==> config.mk <==
export PLATFORM = sky130hd
export DESIGN_NAME = spi_master_arb
export DESIGN_NICKNAME = d
export VERILOG_FILES = /design/src/rtl/spi_master_arb.sv
export SDC_FILE = /design/constraint.sdc
export NUM_CORES = 1
export LEC_CHECK = 0
export ABC_CLOCK_PERIOD_IN_PS = 2620
export CAP_MARGIN = 40
export CELL_PAD_IN_SITES_DETAIL_PLACEMENT = 2
export CELL_PAD_IN_SITES_GLOBAL_PLACEMENT = 2
export CORE_ASPECT_RATIO = 0.7
export CORE_MARGIN = 4
export CORE_UTILIZATION = 31
export CTS_CLUSTER_DIAMETER = 80
export DETAILED_ROUTE_END_ITERATION = 8
export HOLD_SLACK_MARGIN = 0.06
export PLACE_DENSITY_LB_ADDON = 0.1
export SLEW_MARGIN = 0
export SYNTH_ARGS = -nofsm -noshare
export SYNTH_HDL_FRONTEND = slang
export SYNTH_SLANG_ARGS = --single-unit
==> constraint.sdc <==
create_clock -name clk -period 2.62 [get_ports clk]
set_input_delay 0.786 -clock clk [delete_from_list [all_inputs] [get_ports clk]]
set_output_delay 0.786 -clock clk [all_outputs]
set_load 0.02 [all_outputs]
==> src/rtl/spi_master_arb.sv <==
// SPI mode-0 master shared by NUM_REQ requesters under round-robin arbitration.
// Each grant runs one fixed-length DATA_W-bit frame; all outputs are registered.
module spi_master_arb #(
    parameter int NUM_REQ = 2,
    parameter int DATA_W  = 16,
    parameter int CLK_DIV = 4
) (
    input  logic                      clk,
    input  logic                      rst,
    input  logic [NUM_REQ-1:0]        req,
    input  logic [NUM_REQ*DATA_W-1:0] tx_data,
    output logic [NUM_REQ-1:0]        gnt,
    output logic [NUM_REQ-1:0]        done,
    output logic [DATA_W-1:0]         rx_data,
    output logic                      busy,
    output logic                      SCLK,
    output logic                      CS_n,
    output logic                      MOSI,
    input  logic                      MISO
);

    localparam int IDX_W = (NUM_REQ > 1) ? $clog2(NUM_REQ) : 1;
    localparam int DIV_W = (CLK_DIV > 1) ? $clog2(CLK_DIV) : 1;
    localparam int CNT_W = $clog2(DATA_W + 1);
    localparam logic [NUM_REQ-1:0] ONE_HOT0 = NUM_REQ'(1);

    typedef enum logic [2:0] {
        S_IDLE  = 3'd0,
        S_SETUP = 3'd1,
        S_SHIFT = 3'd2,
        S_HOLD  = 3'd3,
        S_GAP   = 3'd4
    } state_t;

    state_t              r_state;
    state_t              w_next_state;
    logic [DIV_W-1:0]    r_div_cnt;
    logic [CNT_W-1:0]    r_bit_cnt;
    logic [IDX_W-1:0]    r_last;
    logic [IDX_W-1:0]    r_owner;
    logic [DATA_W-1:0]   r_tx_sr;
    logic [DATA_W-1:0]   r_rx_sr;
    logic [DATA_W-1:0]   r_rx_data;
    logic [NUM_REQ-1:0]  r_gnt;
    logic [NUM_REQ-1:0]  r_done;
    logic                r_busy;
    logic                r_sclk;
    logic                r_cs_n;

    logic [IDX_W-1:0]    w_winner;
    logic                w_found;
    logic                w_any_req;
    logic                w_div_end;
    logic                w_last_bit;
    logic [DATA_W-1:0]   w_tx_word;

    assign w_any_req  = |req;
    assign w_div_end  = (r_div_cnt == DIV_W'(CLK_DIV - 1));
    assign w_last_bit = (r_bit_cnt == CNT_W'(DATA_W));
    assign w_tx_word  = tx_data[w_winner*DATA_W +: DATA_W];

    // MOSI is the MSB of the transmit shift register, so it is cleared with it.
    assign gnt     = r_gnt;
    assign done    = r_done;
    assign rx_data = r_rx_data;
    assign busy    = r_busy;
    assign SCLK    = r_sclk;
    assign CS_n    = r_cs_n;
    assign MOSI    = r_tx_sr[DATA_W-1];

    // Round-robin pick: first requester above the last winner, wrapping to itself.
    always_comb begin
        w_winner = r_last;
        w_found  = 1'b0;
        for (int k = 1; k <= NUM_REQ; k++) begin
            if (!w_found && req[(int'(r_last) + k) % NUM_REQ]) begin
                w_winner = IDX_W'((int'(r_last) + k) % NUM_REQ);
                w_found  = 1'b1;
            end else begin
                w_found = w_found;
            end
        end
    end

    // Frame sequencing state register.
    always_ff @(posedge clk) begin
        if (rst) begin
            r_state <= S_IDLE;
        end else begin
            r_state <= w_next_state;
        end
    end

    // Next-state decode; SHIFT ends only after the last low phase completes.
    always_comb begin
        w_next_state = r_state;
        case (r_state)
            S_IDLE: begin
                if (w_any_req) w_next_state = S_SETUP;
                else           w_next_state = S_IDLE;
            end
            S_SETUP: begin
                if (w_div_end) w_next_state = S_SHIFT;
                else           w_next_state = S_SETUP;
            end
            S_SHIFT: begin
                if (w_div_end && !r_sclk && w_last_bit) w_next_state = S_HOLD;
                else                                    w_next_state = S_SHIFT;
            end
            S_HOLD: begin
                if (w_div_end) w_next_state = S_GAP;
                else           w_next_state = S_HOLD;
            end
            S_GAP: begin
                if (w_div_end) w_next_state = S_IDLE;
                else           w_next_state = S_GAP;
            end
            default: w_next_state = S_IDLE;
        endcase
    end

    // Datapath and registered outputs, advanced once per divided half-period.
    always_ff @(posedge clk) begin
        if (rst) begin
            r_div_cnt <= '0;
            r_bit_cnt <= '0;
            r_last    <= IDX_W'(NUM_REQ - 1);
            r_owner   <= '0;
            r_tx_sr   <= '0;
            r_rx_sr   <= '0;
            r_rx_data <= '0;
            r_gnt     <= '0;
            r_done    <= '0;
            r_busy    <= 1'b0;
            r_sclk    <= 1'b0;
            r_cs_n    <= 1'b1;
        end else begin
            r_gnt  <= '0;
            r_done <= '0;
            case (r_state)
                S_IDLE: begin
                    r_div_cnt <= '0;
                    if (w_any_req) begin
                        r_gnt     <= ONE_HOT0 << w_winner;
                        r_busy    <= 1'b1;
                        r_cs_n    <= 1'b0;
                        r_tx_sr   <= w_tx_word;
                        r_owner   <= w_winner;
                        r_last    <= w_winner;
                        r_bit_cnt <= '0;
                    end
                end
                S_SETUP: begin
                    if (w_div_end) begin
                        r_div_cnt <= '0;
                        r_sclk    <= 1'b1;
                        r_rx_sr   <= {r_rx_sr[DATA_W-2:0], MISO};
                        r_bit_cnt <= CNT_W'(1);
                    end else begin
                        r_div_cnt <= r_div_cnt + DIV_W'(1);
                    end
                end
                S_SHIFT: begin
                    if (w_div_end) begin
                        r_div_cnt <= '0;
                        if (r_sclk) begin
                            // Falling edge: present the next bit, except after the final one.
                            r_sclk <= 1'b0;
                            if (!w_last_bit) begin
                                r_tx_sr <= {r_tx_sr[DATA_W-2:0], 1'b0};
                            end
                        end else if (!w_last_bit) begin
                            r_sclk    <= 1'b1;
                            r_rx_sr   <= {r_rx_sr[DATA_W-2:0], MISO};
                            r_bit_cnt <= r_bit_cnt + CNT_W'(1);
                        end
                    end else begin
                        r_div_cnt <= r_div_cnt + DIV_W'(1);
                    end
                end
                S_HOLD: begin
                    if (w_div_end) begin
                        r_div_cnt <= '0;
                        r_cs_n    <= 1'b1;
                        r_tx_sr   <= '0;
                        r_rx_data <= r_rx_sr;
                        r_done    <= ONE_HOT0 << r_owner;
                    end else begin
                        r_div_cnt <= r_div_cnt + DIV_W'(1);
                    end
                end
                S_GAP: begin
                    if (w_div_end) begin
                        r_div_cnt <= '0;
                        r_busy    <= 1'b0;
                    end else begin
                        r_div_cnt <= r_div_cnt + DIV_W'(1);
                    end
                end
                default: begin
                    r_div_cnt <= '0;
                end
            endcase
        end
    end

endmodule

**Register map, names as in the netlist**

Scale bar: 50 um. Other sequential cells in the stronger grey, the rest of the logic in the fainter grey.
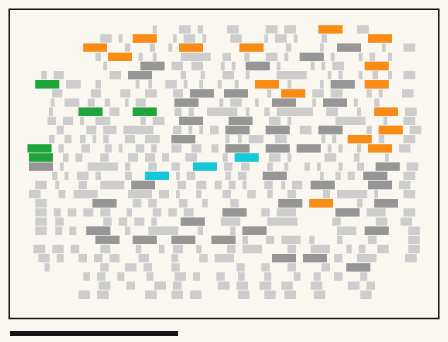
Key: `r_bit_cnt` = green [flops 5]; `rx_data` = orange [flops 16]; `r_state` = cyan [flops 3]
Another 43 sequential cells are not coloured.

**Congestion heat map**

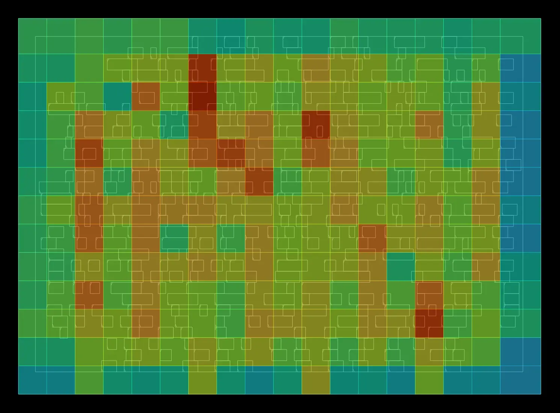
gr busiest metal: met2
Final Core Density: 43.0%

registers in the layout, indices dropped and copies added, names as in the netlist:
| register | cells |
|---|---|
| r_rx_sr | 16 |
| r_tx_sr | 16 |
| rx_data | 16 |
| r_bit_cnt | 5 |
| r_state | 3 |
| done | 2 |
| gnt | 2 |
| r_div_cnt | 2 |
| CS_n | 1 |
| SCLK | 1 |
| busy | 1 |
| r_last | 1 |
| r_owner | 1 |
report_power, final:
| group | internal, uW | switching, uW | total (uW) | leakage, uW |
|---|---|---|---|---|
| Sequential | 1050 | 27.7 | 1080 | 0.000544 |
| Clock | 738 | 463 | 1200 | 0.000146 |
| Combinational | 143 | 143 | 286 | 0.000834 |
cell families (layout without fill, tap and decap cells):
group / Yosys count / count (layout) / synth area share (%)
AND/OR/NAND/NOR: 117 / 117 / 18.8
XOR/XNOR: 3 / 3 / 0.852
AND-OR/OR-AND: 99 / 99 / 24.7
multiplexers: 18 / 18 / 5.84
buffers and inverters: 36 / 100 / 5.07
flip-flops: 67 / 67 / 43.5
adder cells (fa/ha/maj): 3 / 3 / 1.22
area by class of cell:
| class | count | area share, % |
|---|---|---|
| flip-flops and latches | 67 | 32.2 |
| multi-input cells | 240 | 38.1 |
| repair buffers | 78 | 18.2 |
| inverters | 6 | 0.541 |
| well taps | 128 | 3.85 |
| clock inverters | 6 | 1.59 |
| clock buffers | 10 | 5.50 |
layer usage:
layer	vias up	routed length, um	global-route usage (%)
met2	46	4550	28.3
met1	1355	5010	24.1
met3	8	323	4.12
li1	1377	-	-
met4	0	76	4.82
met5	-	0	0
==> PnR_summary.wiki <==
== Run summary ==
{| class="wikitable"
! Metric !! Value
|-
| Result of the run || finished clean
|-
| Clock transition at the registers of the reported paths || around 0.060 ns
|-
| Pin count of the biggest net entering global routing || 21
|-
| Layout fillers || roughly 1100
|-
| Number of nets at floorplan || ~380
|-
| Logic area || approximately 1600 um^2
|-
| Chip Area || ~12000 um^2
|-
| Least-Margin Pin Slew || between 0.5 and 0.6 ns
|-
| Total half-perimeter wirelength after legalization and detailed placement || about 6700 um
|-
| Root Driver || sky130_fd_sc_hd__clkbuf_16
|-
| Final std cells w/o fill || 535
|-
| Number of flops mapped to enable cells by yosys || 0
|-
| Cell Area, Synth || approximately 3100 um^2
|-
| Worst hold path stage count || 2
|-
| Wire length per cell after detailed routing || 18.6 um
|-
| # IOs || between 60 and 70
|-
| Number of nets at the end of the flow || between 400 and 500
|-
| R2R Path Start || r_state[1]
|-
| Synth area leaders || sky130_fd_sc_hd__dfxtp_1 (44%), sky130_fd_sc_hd__nand2_1 (7.1%), sky130_fd_sc_hd__a21oi_1 (5.8%)
|-
| Startpoint class of the critical path || input pin
|-
| Most frequent cell after synthesis || sky130_fd_sc_hd__dfxtp_1
|-
| Synthesized flop and latch total || 67
|-
| Final worst path period need || 2.19 ns
|-
| # placed instances || a little over 500
|-
| Largest area contributor in the netlist || sky130_fd_sc_hd__dfxtp_1
|-
| Setup repair after global routing missed its margin || false
|-
| Synth unique cells || approximately 42
|-
| Mapped Avg Cell Area || 8.99 um^2
|-
| Cts-stage hold buffer count || 0
|-
| Worst slack at placement || 0.0364 ns
|-
| Htree depth || 3
|-
| Leakage component of the power || 0.00153 uW
|-
| Routed via count || between 2000 and 3000
|-
| Cell area reported after detailed placement || a little under 4000 um^2
|-
| Post-route clock period utilization || between 80 and 90%
|-
| Share of Yosys cell area claimed by the top area cell type || between 40% and 50%
|-
| Hold violation total from the final report || 0
|-
| Most frequent logic cell in the layout || sky130_fd_sc_hd__dfxtp_1
|-
| Hold path endpoint || rx_data[14]
|-
| Terminus of the critical flop-to-flop path || r_rx_sr[2]
|-
| Proportion of register bits with asynchronous set or reset after synthesis || 0%
|-
| Type of element capturing the critical path || register
|-
| Antenna diode instance count || 0
|-
| Post-Layout Inst Area || around 4200 um^2
|-
| Leading register cell type out of synthesis || sky130_fd_sc_hd__dfxtp_1
|-
| Post-CTS sizing || 0
|-
| Clock tree from TritonCTS || yes
|-
| Achievable clock frequency || approximately 0.46 GHz
|-
| Critical path data arrival time || about 2.4 ns
|-
| Pre-Place Util || 31.8%
|-
| Worst slew margin || 61.1%
|-
| Core box area || approximately 9700 um^2
|-
| Final count of pins violating max slew || 0
|-
| Final setup violating endpoints || 0
|-
| Flop-to-flop setup slack || between 0.5 and 0.6 ns
|-
| Remaining global-route overflow || 0
|-
| Total cells reported by yosys after synthesis || about 340
|-
| Family with the most delay on the worst path || buffers and inverters
|-
| DR iter-0 viols || around 150
|-
| Count of buffering cells on the critical path with inverters included || 2
|-
| Worst R2R Path Depth || 5
|-
| Clock Tree Buf Depth || 2
|-
| Top Layout Cells || sky130_fd_sc_hd__dfxtp_1 (67), sky130_fd_sc_hd__clkdlybuf4s50_1 (59), sky130_fd_sc_hd__nand2_1 (58)
|-
| Clock latency of the later-clocked register in the worst-skew pair || ~0.33 ns
|-
| Crit path max-delay cell type || sky130_fd_sc_hd__clkdlybuf4s50_1
|-
| Power per cell area || about 600 nW/um^2
|-
| Sequential element share of the synthesized area || a little over two fifths
|-
| Die span in y || between 90 and 100 um
|-
| Per-cell via count in the routed design || 5.21
|-
| Commonest cells in the synthesized netlist || sky130_fd_sc_hd__dfxtp_1 (67), sky130_fd_sc_hd__nand2_1 (58), sky130_fd_sc_hd__a21oi_1 (36), sky130_fd_sc_hd__clkbuf_1 (21)
|-
| Series of cell instances along the critical path || clkdlybuf4s50_1 > nor2_1 > o221a_4 > or2_1 > buf_12 > o41ai_1
|-
| Ratio of cells with drive above 1 in the final layout || a little under an eighth
|-
| Number of placement rows || 30
|-
| Final clock skew || about 0.0066 ns
|-
| Yosys stat area || 3080 um^2
|-
| Overall global routing resource usage || ~18%
|-
| Total power of the final layout || ~2600 uW
|-
| Initial antenna violation count || 0
|-
| Syn Inst Count || 343
|-
| Horizontal die dimension || between 100 and 150 um
|-
| PortBufs || ~60
|-
| Log Warnings || 27
|-
| Number of optimization iterations in the first detailed-route pass || 4
|-
| Worst setup path endpoint || r_tx_sr[7]
|-
| Area of all sequential standard cells || between 1000 and 1500 um^2
|-
| Kind of path behind the tightest hold check || register to register
|-
| Worst path max stage delay || around 0.5 ns
|-
| Start point of the worst hold path || r_rx_sr[14]
|-
| Number of global-route vias before repair || 3033
|-
| Total clock buffers created by CTS || 9
|-
| Setup TNS after final layout || 0 ns
|-
| Worst VDD drop || approximately 0.31 mV
|-
| Post-route antenna net violation count || 0
|-
| Count of unresolved DRC violations after routing || 0
|-
| Critical path start-end classification || input pin to register
|-
| Max-cap violation count || 0
|-
| Source of the critical timing path || req[1]
|-
| First-pass GRT wire length || between 15000 and 20000 um
|-
| Post-CTS setup buffer count || 0
|-
| Post-route worst setup slack || ~0.43 ns
|-
| Max Fanout on Critical Path || 16
|-
| Yosys warning total || 0
|-
| Cell depth of the worst setup path || 6
|-
| Final worst hold slack || 0.448 ns
|-
| Weighted congestion at the end of routability-driven global placement || 0.710
|-
| Total routed wirelength || approximately 10000 um
|-
| Synthesis-to-finish area growth || 34.9%
|-
| Crit path DRT || 2.84 ns
|-
| CTS Sinks || around 67
|}
No activity file was given, so power comes from the tool's default toggle rates.
